`config.mk`:
```
export PLATFORM = sky130hd
export DESIGN_NAME = seq_divider_16_flat
export DESIGN_NICKNAME = d
export VERILOG_FILES = /design/src/rtl/seq_divider_16_if.sv /design/src/rtl/seq_divider_16.sv /design/src/flat_wrapper.sv
export SDC_FILE = /design/constraint.sdc
export NUM_CORES = 1
export LEC_CHECK = 0
export CAP_MARGIN = 5
export CORE_ASPECT_RATIO = 0.6
export CORE_MARGIN = 5
export CORE_UTILIZATION = 50
export CTS_CLUSTER_DIAMETER = 80
export DETAILED_ROUTE_END_ITERATION = 12
export GPL_TIMING_DRIVEN = 0
export PLACE_DENSITY = 0.75
export SYNTH_ARGS = -nofsm -noshare
export SYNTH_HDL_FRONTEND = slang
export SYNTH_SLANG_ARGS = --single-unit
```
`constraint.sdc`:
```
create_clock -name clk -period 5.5 [get_ports clk]
set_clock_uncertainty 0.1 [all_clocks]
set_input_delay 1.1 -clock clk [delete_from_list [all_inputs] [get_ports clk]]
set_output_delay 1.1 -clock clk [all_outputs]
set_load 0.05 [all_outputs]
```
`src/rtl/seq_divider_16_if.sv`:
```
// seq_divider_16_if: start/ready/done handshake plus operand and result bus
// for the sequential divider.
interface seq_divider_16_if #(parameter int WIDTH = 16);
    logic             start;
    logic [WIDTH-1:0] dividend;
    logic [WIDTH-1:0] divisor;
    logic             ready;
    logic             done;
    logic [WIDTH-1:0] quotient;
    logic [WIDTH-1:0] remainder;
    logic             div_by_zero;

    modport master (
        output start, dividend, divisor,
        input  ready, done, quotient, remainder, div_by_zero
    );

    modport slave (
        input  start, dividend, divisor,
        output ready, done, quotient, remainder, div_by_zero
    );
endinterface

```
`src/rtl/seq_divider_16.sv`:
```
// seq_divider_16: unsigned restoring divider, one quotient bit per cycle,
// with a start/ready/done handshake.
module seq_divider_16 #(
    parameter int WIDTH = 16
) (
    input logic           clk,
    input logic           rst_n,
    seq_divider_16_if.slave bus
);
    localparam int CW = $clog2(WIDTH + 1);

    typedef enum logic [1:0] {IDLE, RUN, DONE} state_t;

    state_t           state_q, state_d;
    logic [CW-1:0]    cnt_q;
    logic [WIDTH-1:0] prem_q, qreg_q, dvs_q, quo_q, rem_q;
    logic             dbz_q;
    logic [WIDTH:0]   shifted, trial;
    logic [WIDTH-1:0] prem_d, qreg_d;
    logic             accept, last;

    assign accept = (state_q == IDLE) && bus.start;
    assign last   = cnt_q == CW'(WIDTH - 1);

    // Trial subtraction keeps the extra bit so its MSB is the borrow.
    always_comb begin
        shifted = {prem_q, qreg_q[WIDTH-1]};
        trial   = shifted - {1'b0, dvs_q};
        prem_d  = trial[WIDTH] ? shifted[WIDTH-1:0] : trial[WIDTH-1:0];
        qreg_d  = {qreg_q[WIDTH-2:0], ~trial[WIDTH]};
    end

    always_ff @(posedge clk or negedge rst_n) begin
        if (!rst_n)
            state_q <= IDLE;
        else
            state_q <= state_d;
    end

    always_comb begin
        state_d = state_q;
        unique case (state_q)
            IDLE:    state_d = !bus.start ? IDLE : (bus.divisor == '0 ? DONE : RUN);
            RUN:     state_d = last ? DONE : RUN;
            DONE:    state_d = IDLE;
            default: state_d = IDLE;
        endcase
    end

    always_comb begin
        bus.ready = state_q == IDLE;
        bus.done  = state_q == DONE;
    end

    // Result registers change only when an operation enters DONE.
    always_ff @(posedge clk or negedge rst_n) begin
        if (!rst_n) begin
            cnt_q  <= '0;
            prem_q <= '0;
            qreg_q <= '0;
            dvs_q  <= '0;
            quo_q  <= '0;
            rem_q  <= '0;
            dbz_q  <= 1'b0;
        end else if (accept) begin
            cnt_q  <= '0;
            prem_q <= '0;
            qreg_q <= bus.dividend;
            dvs_q  <= bus.divisor;
            dbz_q  <= bus.divisor == '0;
            if (bus.divisor == '0) begin
                quo_q <= '1;
                rem_q <= bus.dividend;
            end
        end else if (state_q == RUN) begin
            cnt_q  <= cnt_q + CW'(1);
            prem_q <= prem_d;
            qreg_q <= qreg_d;
            if (last) begin
                quo_q <= qreg_d;
                rem_q <= prem_d;
            end
        end
    end

    assign bus.quotient    = quo_q;
    assign bus.remainder   = rem_q;
    assign bus.div_by_zero = dbz_q;
endmodule

```
`src/flat_wrapper.sv`:
```
// flat-port wrapper written by rule: the top's interface ports become plain ports
module seq_divider_16_flat 
#(
    parameter int WIDTH = 16
)
  (clk, rst_n, bus_start, bus_dividend, bus_divisor, bus_ready, bus_done, bus_quotient, bus_remainder, bus_div_by_zero);
  seq_divider_16_if #(.WIDTH(WIDTH)) bus_i ();
  input logic clk;
  input logic rst_n;
  input wire logic [$bits(bus_i.start)-1:0] bus_start;
  input wire logic [$bits(bus_i.dividend)-1:0] bus_dividend;
  input wire logic [$bits(bus_i.divisor)-1:0] bus_divisor;
  output wire logic [$bits(bus_i.ready)-1:0] bus_ready;
  output wire logic [$bits(bus_i.done)-1:0] bus_done;
  output wire logic [$bits(bus_i.quotient)-1:0] bus_quotient;
  output wire logic [$bits(bus_i.remainder)-1:0] bus_remainder;
  output wire logic [$bits(bus_i.div_by_zero)-1:0] bus_div_by_zero;
  assign bus_i.start = bus_start;
  assign bus_i.dividend = bus_dividend;
  assign bus_i.divisor = bus_divisor;
  assign bus_ready = bus_i.ready;
  assign bus_done = bus_i.done;
  assign bus_quotient = bus_i.quotient;
  assign bus_remainder = bus_i.remainder;
  assign bus_div_by_zero = bus_i.div_by_zero;
  seq_divider_16 #(.WIDTH(WIDTH)) u_core (.clk(clk), .rst_n(rst_n), .bus(bus_i));
endmodule
```
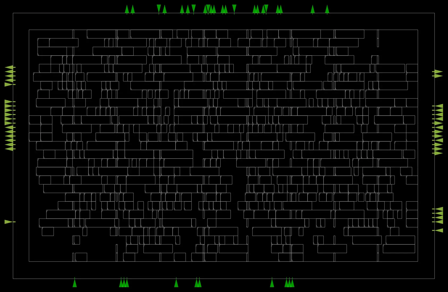
*Cell outlines without signal wires, run 1*
core box area: 9050 µm²
flop count: 88

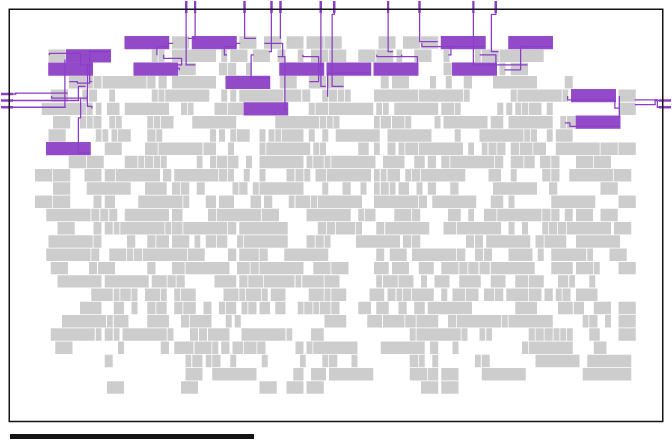
*Wires at chosen ports, followed through buffers, run 1*
Scale bar: 50 µm.
| color | port | direction | edge | end cells | wire |
|---|---|---|---|---|---|
| purple | bus_quotient | output | 11 top, 3 left, 2 right | 16 | 397 µm |

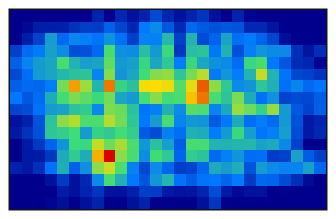
*Wire density map, run 1*
The die is cut into 27 by 17 equal tiles; dark blue is low, red is high, scaled to the fullest tile. Values are wire area over tile area, all layers added.
densest ninth of the die: center
fullest tile: 0.75
mean over tiles: 0.19
tiles over half the peak: 14%
nearly empty tiles: 14%

[run 1: critical path, cell delays in order]
cell             delay (ns)
clkdlybuf4s50_1        0.43
nor4_1                 0.55
and4_1                 0.36
nand2_1                0.25
inv_1                  0.22
nor2_1                 0.19
inv_1                  0.24
buf_2                  0.31
nor2_1                 0.08
a211oi_1               0.23
[run 1: report_power, final]
group	internal, µW	switching (µW)	total [µW]
clock	320	270	590
combinational	1080	1700	2780
sequential	942	186	1130
total	2340	2160	4500
[run 1: logic make-up after synthesis]
family / share of synthesized area (%)
AND/OR/NAND/NOR: 18.2
multiplexers: 2.62
buffers and inverters: 4.36
flip-flops: 48.0
adder cells (fa/ha/maj): 5.35
XOR/XNOR: 2.89
AND-OR/OR-AND: 18.6
[run 1: sequential cells by signal, indices dropped and copies added (netlist names)]
| register | cells |
|---|---|
| u_core.bus.div_by_zero | 1 |
| u_core.bus.quotient | 16 |
| u_core.bus.remainder | 16 |
| u_core.cnt_q | 5 |
| u_core.dvs_q | 16 |
| u_core.prem_q | 16 |
| u_core.qreg_q | 16 |
| u_core.state_q | 2 |
[run 1: area by class of cell]
type / instances / area, µm² / share of cell area [%]
buffer: 27 / 114 / 1.99
clock buffer: 10 / 239 / 4.17
clock inverter: 6 / 43.8 / 0.764
inverter: 23 / 86.3 / 1.51
multi-input combinational: 367 / 2180 / 38.1
sequential: 88 / 2200 / 38.4
tap: 116 / 145 / 2.53
timing repair buffer: 70 / 716 / 12.5
[run 1: metrics by stage]
| stage | cell area (µm²) | power (µW) |
|---|---|---|
| after floorplan | 4590 | 3110 |
| after global placement | 5420 | 3760 |
| after detailed placement | 5450 | 3850 |
| after CTS | 5730 | 4460 |
| after global routing | 5730 | 4800 |
| final | 5730 | 4500 |
==> impl_metrics.json, run 1 <==
{
  "status": "complete, no violations",
  "grt.busiest_layer": "met1",
  "worst_r2r_endpoint": "u_core.bus.remainder[7]",
  "post-route-drc-count": 0,
  "root_buffer": "clkbuf_16",
  "yosysWarnings": 0,
  "io_buffer_count": 69,
  "worstHoldStart": "u_core.bus.div_by_zero",
  "finalWirelength_um": 13400,
  "ys.flop_type": "dfrtp_1",
  "grt_pass1_wl_um": 21300,
  "tightestPinTransition_ns": 0.948,
  "clock.fmax_mhz": 261,
  "async_flop_share_pct": 100,
  "antenna_found_initial": 0,
  "yosys-stat-cells": 505,
  "area_delta_synth_final_pct": 24.9,
  "edf_count": 0,
  "drt-pass1-iter-count": 5,
  "drv_slew": 0,
  "met3_usage_pct": 5.39,
  "fp_util_pct": 50.7,
  "grt-ovfl-total": 0,
  "whs_ns": 0.384,
  "min_period_over_period_pct": 69.7,
  "top_layer": "met4",
  "place_ws_ns": 1.42,
  "n_fill_cell": 735,
  "die_area_um2": 11300,
  "grt_pass1_vias": 4044,
  "maxCapViolCount": 0,
  "tns_ns": 0,
  "top_cells_by_count": "nand2_1, dfrtp_1, o21ai_0, a21oi_1, inv_1",
  "gr-usage-all-layers_pct": 24.1,
  "grt.met1_usage_pct": 37.4,
  "num_vias": 4243,
  "routabilityCongestion": 0.936,
  "rr_worst_depth": 12,
  "instances_no_fill": 707,
  "syn-cell-area_um2": 4590,
  "p_per_area_nw_per_um2": 785,
  "crit_end": "u_core.bus.remainder[9]",
  "tool_warnings": 26,
  "lay_top_count": "nand2_1",
  "yosysTopAreaCell": "dfrtp_1",
  "critPathLaunch": "bus_divisor[1]",
  "lay_top_cells": "nand2_1, dfrtp_1, clkdlybuf4s50_1",
  "fin_util_pct": 63.3
}
==> inputs of run 2 (changes only) <==
- clock period: 5.5 -> 3.91 ns (I/O delays scaled with it)
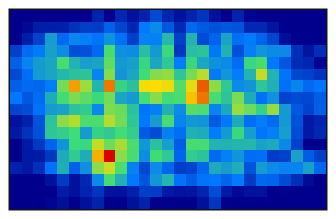
*Wire density map, run 2*
The die is cut into 27 by 17 equal tiles; dark blue is low, red is high, scaled to the fullest tile. Values are wire area over tile area, all layers added.
tiles over half the peak: 14%
mean over tiles: 0.19
nearly empty tiles: 14%
densest ninth of the die: center
fullest tile: 0.75

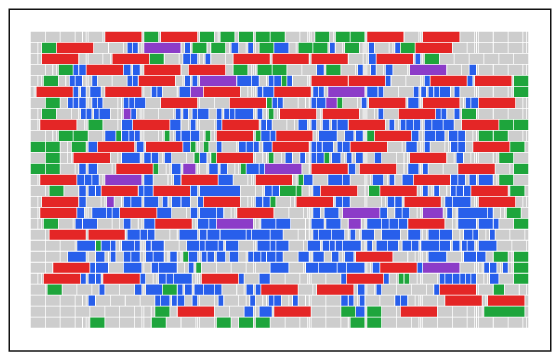
*Placement by cell class, run 2*
Fill, decap, tap and diode cells in gray.
| color | class | cells | share of their area |
|---|---|---|---|
| green | remaining buffers and delay cells | 97 | 15% |
| blue | remaining logic cells | 390 | 41% |
| purple | clock drivers and dummy loads | 16 | 5.1% |
| red | sequential cells | 88 | 39% |

==> run 2 against run 1 <==
Cell count unchanged. Via count is the same. Clock power rose by 41%. Sequential power increased by 41%. Largest cell class unchanged.
==> impl_metrics.json, run 2 <==
{
  "cp_max_fo": 10,
  "post-route-drc-count": 0,
  "route.antenna.remaining_nets": 0,
  "wl_met1_um": 6640,
  "top_cells_by_count": "nand2_1, dfrtp_1, o21ai_0, a21oi_1, inv_1",
  "fp.dieH_um": 84.2,
  "status": "complete, no violations",
  "fp_util_pct": 50.7,
  "post_cts_buffers": 0,
  "worst_r2r_endpoint": "u_core.bus.remainder[7]",
  "avgSynthCellArea_um2": 9.08,
  "crit_path_cell_trace": "clkdlybuf4s50_1 -> nor4_1 -> and4_1 -> nand2_1 -> inv_1 -> nor2_1 -> inv_1 -> buf_2 -> nor2_1 -> a211oi_1",
  "rrSetupSlack_ns": 0.52,
  "numCtsBuffers": 9,
  "tool_warnings": 26,
  "max_stage_delay_ns": 0.55,
  "dpl_cell_area_um2": 5450,
  "clk_latency_ns": 0.35,
  "cts_buffer_depth": 2,
  "clock.fmax_mhz": 284,
  "crit_slowest_cell": "nor4_1",
  "grt_pass1_wl_um": 21300,
  "routabilityCongestion": 0.936,
  "finalWirelength_um": 13400,
  "place_ws_ns": 0.144,
  "endpoint_kind": "register",
  "floorplan.nets": 559,
  "grt-ovfl-total": 0,
  "grt_max_degree": 62,
  "yosysWarnings": 0,
  "io_buffer_count": 69,
  "maxCapViolCount": 0,
  "synthCells": 505,
  "lay_top_cells": "nand2_1, dfrtp_1, clkdlybuf4s50_1",
  "slew_headroom_pct": 35.2,
  "yosysTopAreaCell": "dfrtp_1",
  "hold_buffers": 0,
  "ys_types": 47,
  "dp_hpwl_um": 10000,
  "antenna_cells": 0,
  "min_period_over_period_pct": 89.9,
  "ys_top_cells_by_area": "dfrtp_1, nand2_1, o21ai_0, ha_1, a21oi_1",
  "h-tree-depth": 3,
  "die_area_um2": 11300,
  "grt_pass1_vias": 4044,
  "min_period_ns": 3.52,
  "drv_slew": 0,
  "hold_viol_final": 0,
  "antenna_found_initial": 0,
  "critPathLaunch": "bus_divisor[1]",
  "criticalPathCategory": "input pin to register",
  "crit_end": "u_core.bus.remainder[9]",
  "wl_met2_um": 5430,
  "vias_per_cell": 6.00,
  "postLayoutCellArea_um2": 5730,
  "ir_worst_vdd_uv": 572,
  "core_region_area_um2": 9050,
  "tightestPinTransition_ns": 0.948,
  "ys.flops": 88,
  "total_power_uw": 6330,
  "start_kind": "input pin",
  "p_leak_uw": 0.00258,
  "yosysMostFrequentCell": "nand2_1",
  "syn-cell-area_um2": 4590,
  "edf_count": 0,
  "root_buffer": "clkbuf_16",
  "setup_viol": 0,
  "rr_worst_depth": 12,
  "cts.repair.resized": 0,
  "drt-pass1-iter-count": 5,
  "area_delta_synth_final_pct": 24.9,
  "clk_pin_slew_worst_paths_ns": 0.07,
  "instances_no_fill": 707,
  "async_flop_share_pct": 100,
  "num_vias": 4243,
  "wl_met3_um": 1100,
  "top_layer": "met4",
  "n_fill_cell": 735,
  "io_pins": 70,
  "gr-usage-all-layers_pct": 24.1,
  "yosys-stat-cells": 505,
  "ys.flop_type": "dfrtp_1",
  "drive_gt1_share_pct": 4.57,
  "wl_per_cell_um": 18.9,
  "die_w_um": 134,
  "p_per_area_nw_per_um2": 1100,
  "lay_top_count": "nand2_1"
}
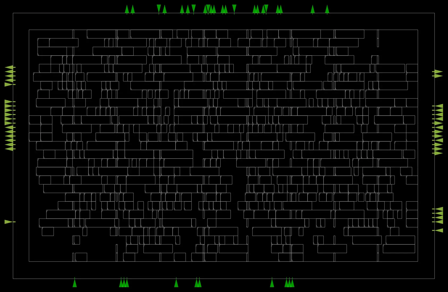
*Cell outlines without signal wires, run 2*
final core utilization: 63.3%
Rows: 27

[run 2: cell counts after synthesis]
Identical to the previous run, type by type.
[run 2: worst max-delay path: cells and delay by family]
kind | cells | cell delay, ns
AND-OR/OR-AND | 1 | 0.23
buffers and inverters | 4 | 1.20
AND/OR/NAND/NOR | 5 | 1.43
[run 2: kinds of logic after synthesis]
family	share of synthesized area (%)
buffers and inverters	4.36
AOI/OAI and AO/OA	18.6
adders and majority gates	5.35
and+or+nand+nor	18.2
muxes	2.62
DFF	48.0
xor gates and xnor gates	2.89
[run 2: power by group]
| part | switching, µW | internal, µW |
|---|---|---|
| Sequential | 262 | 1330 |
| Combinational | 2390 | 1520 |
| Clock | 379 | 450 |
[run 2: metal layers]
metal,vias up,global-route usage (%)
met3,23,5.39
li1,1938,-
met1,2073,37.4
met2,209,34.1
met5,-,0
met4,0,5.98
[run 2: final cells by class]
cell class	instances	area (µm²)	share of cell area (%)
Tap cell	116	145	2.53
Buffer	27	114	1.99
Clock inverter	6	43.8	0.764
Clock buffer	10	239	4.17
Timing Repair Buffer	70	716	12.5
Multi-Input combinational cell	367	2180	38.1
Sequential cell	88	2200	38.4
Inverter	23	86.3	1.51
[run 2: through the flow]
stage	utilization (%)	hold WS, ns	setup TNS (ns)
floorplan	-	0.349	0
global placement	59.9	0.371	-107.73
detailed placement	60.2	0.371	0
CTS	63.3	0.265	0
global route	63.3	0.288	0
finish	63.3	0.255	0
Power is estimated from default activity; no workload was simulated.
